**Placement density heat map**

Drawn at 3 px/um. The die is cut into 9 by 9 equal tiles; white is low, dark blue is high, 0 to 100% covered.
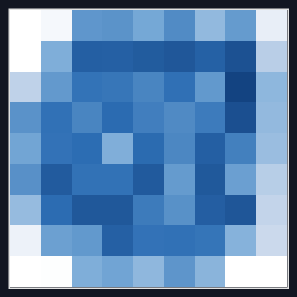
**Routed clock nets over the placement**

Drawn at 6 px/um.
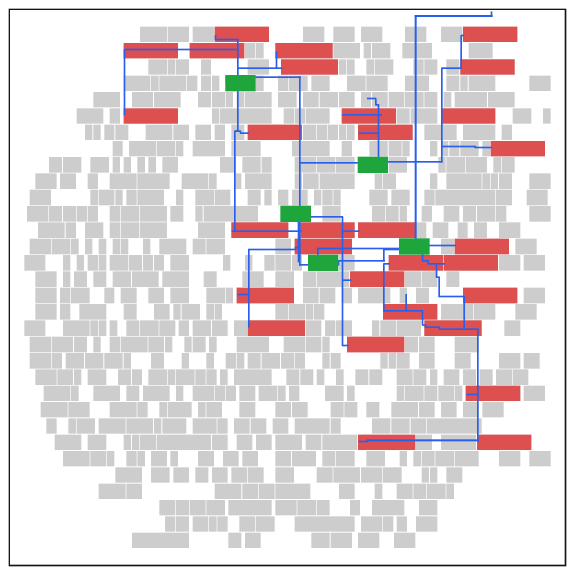
**Signal wires by layer**

Drawn at 6 px/um. Only two layers are drawn.
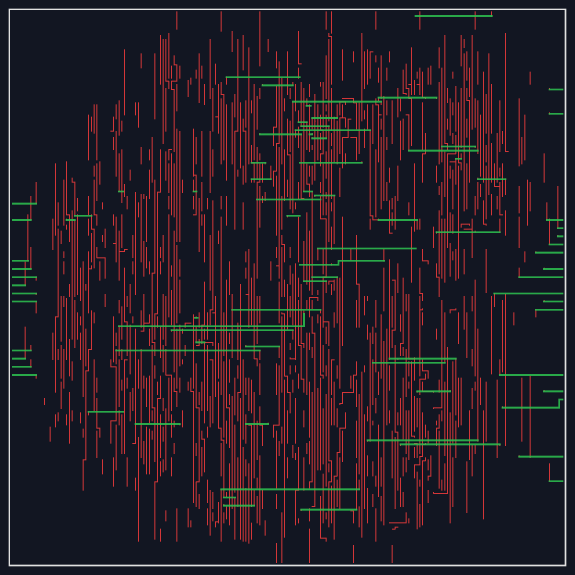
===== src/rtl/ball_ctl_if.sv =====
// Ball controller handshake bundle: frame/serve/paddle/collision inputs and ball
// position/status outputs. The controller is the slave; its driver is the master.
interface ball_ctl_if;
  logic        frame_tick;
  logic        start;
  logic [11:0] paddle_x;
  logic        collision_det;
  logic [11:0] x_pos;
  logic [11:0] y_pos;
  logic        ball_lost;
  logic        game_over;

  modport master (
    output frame_tick, start, paddle_x, collision_det,
    input  x_pos, y_pos, ball_lost, game_over
  );

  modport slave (
    input  frame_tick, start, paddle_x, collision_det,
    output x_pos, y_pos, ball_lost, game_over
  );
endinterface


===== src/rtl/ball_ctl.sv =====
// Ball motion controller: walls, paddle bounce, brick-collision flip, serve and loss.
// Optional lives counter / game-over state enabled by defining BALL_LIVES_EN.
//
// state     | meaning
// ----------+---------------------------------------------------------------
// S_IDLE    | ball parked on paddle, follows paddle each frame, waits for start
// S_MOVE    | ball in flight, one STEP per frame_tick on each axis
// S_LOST    | one-cycle ball_lost pulse after passing the floor
// S_OVER    | lives exhausted, ball frozen until reset (BALL_LIVES_EN only)
module ball_ctl #(
  parameter int H_MAX     = 800,
  parameter int V_MAX     = 600,
  parameter int BALL_SIZE = 10,
  parameter int STEP      = 1,
  parameter int PADDLE_Y  = 560,
  parameter int PADDLE_W  = 80,
  parameter int LIVES     = 3
) (
  input  logic        pclk,
  input  logic        rst_n,
  ball_ctl_if.slave   bus
);

  typedef enum logic [1:0] {S_IDLE, S_MOVE, S_LOST, S_OVER} state_t;

  localparam int X_RST = H_MAX / 2 - BALL_SIZE / 2;

  // 14-bit signed working range covers paddle_x + PADDLE_W and negative steps
  localparam logic signed [13:0] C_STEP   = 14'(STEP);
  localparam logic signed [13:0] C_XMAX   = 14'(H_MAX - BALL_SIZE);
  localparam logic signed [13:0] C_YFLOOR = 14'(V_MAX - BALL_SIZE);
  localparam logic signed [13:0] C_YSERVE = 14'(PADDLE_Y - BALL_SIZE);
  localparam logic signed [13:0] C_PY     = 14'(PADDLE_Y);
  localparam logic signed [13:0] C_PW     = 14'(PADDLE_W);
  localparam logic signed [13:0] C_BS     = 14'(BALL_SIZE);
  localparam logic signed [13:0] C_SOFS   = 14'(PADDLE_W / 2 - BALL_SIZE / 2);

  state_t      state_q, state_d;
  logic [11:0] x_q, x_d;
  logic [11:0] y_q, y_d;
  logic        dir_right_q, dir_right_d;
  logic        dir_down_q, dir_down_d;
  logic        coll_prev_q;
  logic        coll_pend_q, coll_pend_d;

  logic               coll_rise;
  logic               coll_take;
  logic signed [13:0] px_s;
  logic signed [13:0] serve_x;
  logic signed [13:0] nx;
  logic signed [13:0] ny;
  logic signed [13:0] x_mv;
  logic               dir_right_mv;
  logic               paddle_hit;

`ifdef BALL_LIVES_EN
  logic [2:0] lives_q, lives_d;
`endif

  assign coll_rise = bus.collision_det & ~coll_prev_q;
  assign coll_take = coll_pend_q | coll_rise;
  assign px_s      = $signed({2'b00, bus.paddle_x});
  assign serve_x   = px_s + C_SOFS;
  assign nx        = dir_right_q ? $signed({2'b00, x_q}) + C_STEP
                                 : $signed({2'b00, x_q}) - C_STEP;
  assign ny        = dir_down_q  ? $signed({2'b00, y_q}) + C_STEP
                                 : $signed({2'b00, y_q}) - C_STEP;

  always_comb begin
    x_mv         = nx;
    dir_right_mv = dir_right_q;
    if (nx < 14'sd0) begin
      x_mv         = 14'sd0;
      dir_right_mv = 1'b1;
    end else if (nx > C_XMAX) begin
      x_mv         = C_XMAX;
      dir_right_mv = 1'b0;
    end
  end

  // paddle test uses the wall-corrected x of this frame
  assign paddle_hit = dir_down_q && (ny + C_BS >= C_PY) && (ny < C_PY) &&
                      (x_mv < px_s + C_PW) && (x_mv + C_BS > px_s);

  always_comb begin
    state_d     = state_q;
    x_d         = x_q;
    y_d         = y_q;
    dir_right_d = dir_right_q;
    dir_down_d  = dir_down_q;
    coll_pend_d = coll_take;
`ifdef BALL_LIVES_EN
    lives_d     = lives_q;
`endif
    case (state_q)
      S_IDLE: begin
        coll_pend_d = 1'b0;
        if (bus.frame_tick) begin
          x_d = (serve_x > C_XMAX) ? C_XMAX[11:0] : serve_x[11:0];
          y_d = C_YSERVE[11:0];
          if (bus.start) begin
            state_d     = S_MOVE;
            dir_right_d = 1'b1;
            dir_down_d  = 1'b0;
          end
        end
      end
      S_MOVE: begin
        if (bus.frame_tick) begin
          coll_pend_d = 1'b0;
          if (ny <= 14'sd0) begin
            x_d         = x_mv[11:0];
            dir_right_d = dir_right_mv;
            y_d         = 12'd0;
            dir_down_d  = 1'b1;
          end else if (paddle_hit) begin
            x_d         = x_mv[11:0];
            dir_right_d = dir_right_mv;
            y_d         = C_YSERVE[11:0];
            dir_down_d  = 1'b0;
          end else if (ny >= C_YFLOOR) begin
            state_d = S_LOST;
          end else begin
            x_d         = x_mv[11:0];
            dir_right_d = dir_right_mv;
            y_d         = ny[11:0];
            if (coll_take) dir_down_d = ~dir_down_q;
          end
        end
      end
      S_LOST: begin
        coll_pend_d = 1'b0;
`ifdef BALL_LIVES_EN
        lives_d = lives_q - 3'd1;
        state_d = (lives_q == 3'd1) ? S_OVER : S_IDLE;
`else
        state_d = S_IDLE;
`endif
      end
      S_OVER: begin
        coll_pend_d = 1'b0;
      end
      default: begin
        state_d     = S_IDLE;
        coll_pend_d = 1'b0;
      end
    endcase
  end

  always_ff @(posedge pclk or negedge rst_n) begin
    if (!rst_n) begin
      state_q     <= S_IDLE;
      x_q         <= 12'(X_RST);
      y_q         <= C_YSERVE[11:0];
      dir_right_q <= 1'b1;
      dir_down_q  <= 1'b0;
      coll_prev_q <= 1'b0;
      coll_pend_q <= 1'b0;
    end else begin
      state_q     <= state_d;
      x_q         <= x_d;
      y_q         <= y_d;
      dir_right_q <= dir_right_d;
      dir_down_q  <= dir_down_d;
      coll_prev_q <= bus.collision_det;
      coll_pend_q <= coll_pend_d;
    end
  end

`ifdef BALL_LIVES_EN
  always_ff @(posedge pclk or negedge rst_n) begin
    if (!rst_n) lives_q <= 3'(LIVES);
    else        lives_q <= lives_d;
  end
  assign bus.game_over = (state_q == S_OVER);
`else
  assign bus.game_over = 1'b0;
`endif

  assign bus.x_pos     = x_q;
  assign bus.y_pos     = y_q;
  assign bus.ball_lost = (state_q == S_LOST);

endmodule

===== src/flat_wrapper.sv =====
// flat-port wrapper written by rule: the top's interface ports become plain ports
module ball_ctl_flat 
#(
  parameter int H_MAX     = 800,
  parameter int V_MAX     = 600,
  parameter int BALL_SIZE = 10,
  parameter int STEP      = 1,
  parameter int PADDLE_Y  = 560,
  parameter int PADDLE_W  = 80,
  parameter int LIVES     = 3
)
  (pclk, rst_n, bus_frame_tick, bus_start, bus_paddle_x, bus_collision_det, bus_x_pos, bus_y_pos, bus_ball_lost, bus_game_over);
  ball_ctl_if bus_i ();
  input  logic pclk;
  input  logic rst_n;
  input wire logic [$bits(bus_i.frame_tick)-1:0] bus_frame_tick;
  input wire logic [$bits(bus_i.start)-1:0] bus_start;
  input wire logic [$bits(bus_i.paddle_x)-1:0] bus_paddle_x;
  input wire logic [$bits(bus_i.collision_det)-1:0] bus_collision_det;
  output wire logic [$bits(bus_i.x_pos)-1:0] bus_x_pos;
  output wire logic [$bits(bus_i.y_pos)-1:0] bus_y_pos;
  output wire logic [$bits(bus_i.ball_lost)-1:0] bus_ball_lost;
  output wire logic [$bits(bus_i.game_over)-1:0] bus_game_over;
  assign bus_i.frame_tick = bus_frame_tick;
  assign bus_i.start = bus_start;
  assign bus_i.paddle_x = bus_paddle_x;
  assign bus_i.collision_det = bus_collision_det;
  assign bus_x_pos = bus_i.x_pos;
  assign bus_y_pos = bus_i.y_pos;
  assign bus_ball_lost = bus_i.ball_lost;
  assign bus_game_over = bus_i.game_over;
  ball_ctl #(.H_MAX(H_MAX), .V_MAX(V_MAX), .BALL_SIZE(BALL_SIZE), .STEP(STEP), .PADDLE_Y(PADDLE_Y), .PADDLE_W(PADDLE_W), .LIVES(LIVES)) u_core (.pclk(pclk), .rst_n(rst_n), .bus(bus_i));
endmodule

===== config.mk =====
export PLATFORM = sky130hd
export DESIGN_NAME = ball_ctl_flat
export DESIGN_NICKNAME = d
export VERILOG_FILES = /design/src/rtl/ball_ctl_if.sv /design/src/rtl/ball_ctl.sv /design/src/flat_wrapper.sv
export SDC_FILE = /design/constraint.sdc
export NUM_CORES = 1
export LEC_CHECK = 0
export CORE_MARGIN = 2
export CORE_UTILIZATION = 50
export DETAILED_ROUTE_END_ITERATION = 8
export PLACE_DENSITY = 0.75
export SYNTH_ARGS = -nofsm -noshare
export SYNTH_HDL_FRONTEND = slang
export SYNTH_SLANG_ARGS = --single-unit

===== constraint.sdc =====
create_clock -name pclk -period 5.43 [get_ports pclk]
set_clock_uncertainty 0.1 [all_clocks]
set_input_delay 0.8145 -clock pclk [delete_from_list [all_inputs] [get_ports pclk]]
set_output_delay 0.8145 -clock pclk [all_outputs]
set_load 0.02 [all_outputs]

==> job_summary.md <==
### Yosys + OpenROAD results

| Metric | Value |
|---|---|
| Latency at later pin | `0.29 ns` |
| CP max stage cell | `or4b_4` |
| Logic pwr share | `0.787` |
| Drc violations | `0` |
| Post-cts hold-fix buffer tally | `0` |
| Remaining antenna violation count after routing | `0` |
| H-Tree Depth | `2` |
| Area Overhead vs Synth | `27.4%` |
| WP depth | `25` |
| Vias in the first global route | `between 3000 and 4000` |
| Metal-1 WL | `5300 um` |
| GRT Util Overall | `0.270` |
| Multi-input gates | `399` |
| Seq area share | `0.153` |
| Clock transition at path regs | `0.07 ns` |
| Top cell type's share of synthesized area | `0.128` |
| Clock buffer depth | `2` |
| Combinational share of cell area | `0.627` |
| # Cells Yosys | `478` |
| CP max FO | `6` |
| Placement Setup Slack | `-0.202 ns` |
| Post-CTS sizing | `7` |
| Cell type with the largest total area | `dfrtp_1` |
| Wire length on met2 | `5390 um` |
| # rows | `32` |
| Top Metal Used | `met4` |
| Initial antenna violation count | `0` |
| Max stage delay on crit path | `0.54 ns` |
| Die x size | `92.5 um` |
| Most instantiated cells after synthesis | `ha_1 (38), nand2_1 (35), nor2_1 (35), inv_1 (31), xnor2_1 (30)` |
| Logic area | `3130 sq um` |
| Final hold slack | `0.458 ns` |
| Crit Path Class | `reg -> reg` |
| Complex Gates by Area | `0.225` |
| Reg-to-Reg Start | `u_core.bus.x_pos[1]$_DFFE_PN1P_` |
| Power Dens Cells | `608 nW/um^2` |
| Core area | `7650 sq um` |
| Combinational power | `0.00239 W` |
| Largest delay share family, worst path | `simple AND/OR/NAND/NOR gates` |
| Antenna Cells | `0` |
| Synth Flop Type | `dfrtp_1` |
| Cell count after synthesis | `478` |
| Synthesis Warnings | `0` |
| FFs & Latches | `30` |
| Most frequent CP cell | `buf_4` |
| Inverters excl. clock | `32` |
| Sequential power | `0.000470 W` |
| Root buffer cell | `clkbuf_8` |
| Count leader, synth | `ha_1` |
| RR Endpoint | `u_core.dir_down_q$_DFFE_PN0P_` |
| Static Leak | `2.09 nW` |
| Wire length per cell | `17.2 um` |
| Critical path capture point | `u_core.dir_down_q$_DFFE_PN0P_` |
| Switching power | `0.00150 W` |
| M2 GR Usage | `0.448` |
| Final TNS setup | `0 ns` |
| Crit path from | `u_core.bus.x_pos[1]$_DFFE_PN1P_` |
| Crit start category | `register` |
| # clk buffers | `6` |
| Worst Setup End Kind | `register` |
| Met3 Resource Use GR | `0.0317` |
| Clock buf/inv share | `0.0166` |
| Final worst slack | `between 0.02 and 0.025 ns` |
| Port bufs | `41` |
| Part of the cycle the worst path needs | `0.996` |
| TritonCTS clock tree | `done` |
| Crit path required time | `between 5 and 6 ns` |
| Reg2reg setup slack | `roughly 0.021 ns` |
| Worst hold stages | `2` |
| Nets@finish | `611` |
| Routing usage on met1 | `0.375` |
| Worst VDD drop | `~410 uV` |
| Tapcells | `just over 100` |
| Final setup fails | `0` |
| Post-CTS Setup Bufs | `6` |
| Max Transition Viols Final | `0` |
| Multiplexer share | `0.0339` |
| Tightest Hold Check Type | `reg -> reg` |
| Fmax | `185 MHz` |
| Core Density at Floorplan | `0.512` |
| Register cell area after layout | `~760 sq um` |
| Post-DP HPWL | `about 9000 um` |
| Yosys xor share | `0.105` |
| Hold Crit Start | `u_core.bus.y_pos[1]$_DFFE_PN1P_` |
| R2R depth | `25` |
| WP data arrival | `5.51 ns` |
| Vias per cell | `roughly 6.0` |
| Post-synth EDFFs | `0` |
| Heaviest power group | `combinational logic` |
| Adder share | `0.122` |
| Finished Layout Cells | `659` |
| Non-clock buffers | `88` |
| Layout fillers | `636` |
| Most congested layer reported by global routing | `met2` |
| Status | `completed` |
| Drt initial violations | `352` |
| Layout cell share with drive strength beyond 1 | `0.221` |
| First-pass GRT wire length | `18600 um` |
| Top cells, area | `dfrtp_1 (13%), ha_1 (12%), dfstp_2 (6.7%)` |
| Simple-gate share of the synthesized area | `0.257` |
| Post-Syn Area | `3910 sq um` |
| Largest net degree at the start of global routing | `31` |
| Final Hold Viols | `0` |
| Fraction of registers with async set/reset | `1.00` |
| Post-synth seq share | `0.195` |
| Clock Power | `~0.00018 W` |
| Clock power share | `0.058` |
| Relative slew margins | `0.419` |
| Chip Area, Yosys | `3910 sq um` |
| 1st-pass router iterations | `5` |
| Max_cap viols | `0` |
| Top logic family | `simple AND/OR/NAND/NOR gates` |
| Placed inst area | `4670 sq um` |
| GRT Residual Overflow | `0` |
| I/O Pins | `43` |
| Mean Syn Cell Area | `8.19 sq um` |
| Final core occ | `0.652` |
| Unique cell types | `77` |
| CTS Buf Count | `5` |
| Routability Congestion | `0.943` |
| Vias | `3945` |
## Picture notes: 'placement density heat map'
nearly empty tiles = 7.4%
tiles over 75% full = 26%
mean over tiles = 57%
fullest tile = 92%

## Picture notes: 'routed clock nets over the placement'
green -> clock drivers  # count 5
red -> flip-flops  # count 30
blue -> clock wires  # length 471 um
routed clock nets = 6

## Picture notes: 'signal wires by layer'
red -> metal 2  # wire length 5390 um
green -> metal 3  # wire length 538 um

-- placed cells by master, fill, tap and decap left out, types with 4 or more instances in the layout --
cell	Yosys	routed
buf_4	1	47
clkdlybuf4s50_1	0	41
nand2_1	35	35
ha_1	38	34
nor2_1	35	33
xnor2_1	30	29
inv_1	31	28
a21oi_1	21	20
dfrtp_1	20	20
o21ai_0	22	18
nand4_1	15	15
nor3_1	15	14
xor2_1	13	12
o31ai_1	12	12
and3_1	11	11
nand3_1	14	11
dfstp_2	10	10
and2_1	9	9
or4_1	8	7
or3_1	7	7
o211ai_1	6	6
conb_1	1	6
o22ai_1	8	5
mux2i_1	5	5
a31oi_1	5	5
a21o_1	5	5
clkbuf_8	0	5
nor4_1	4	4
o2bb2ai_1	7	4
mux2_4	4	4
Power is estimated from default activity; no workload was simulated.
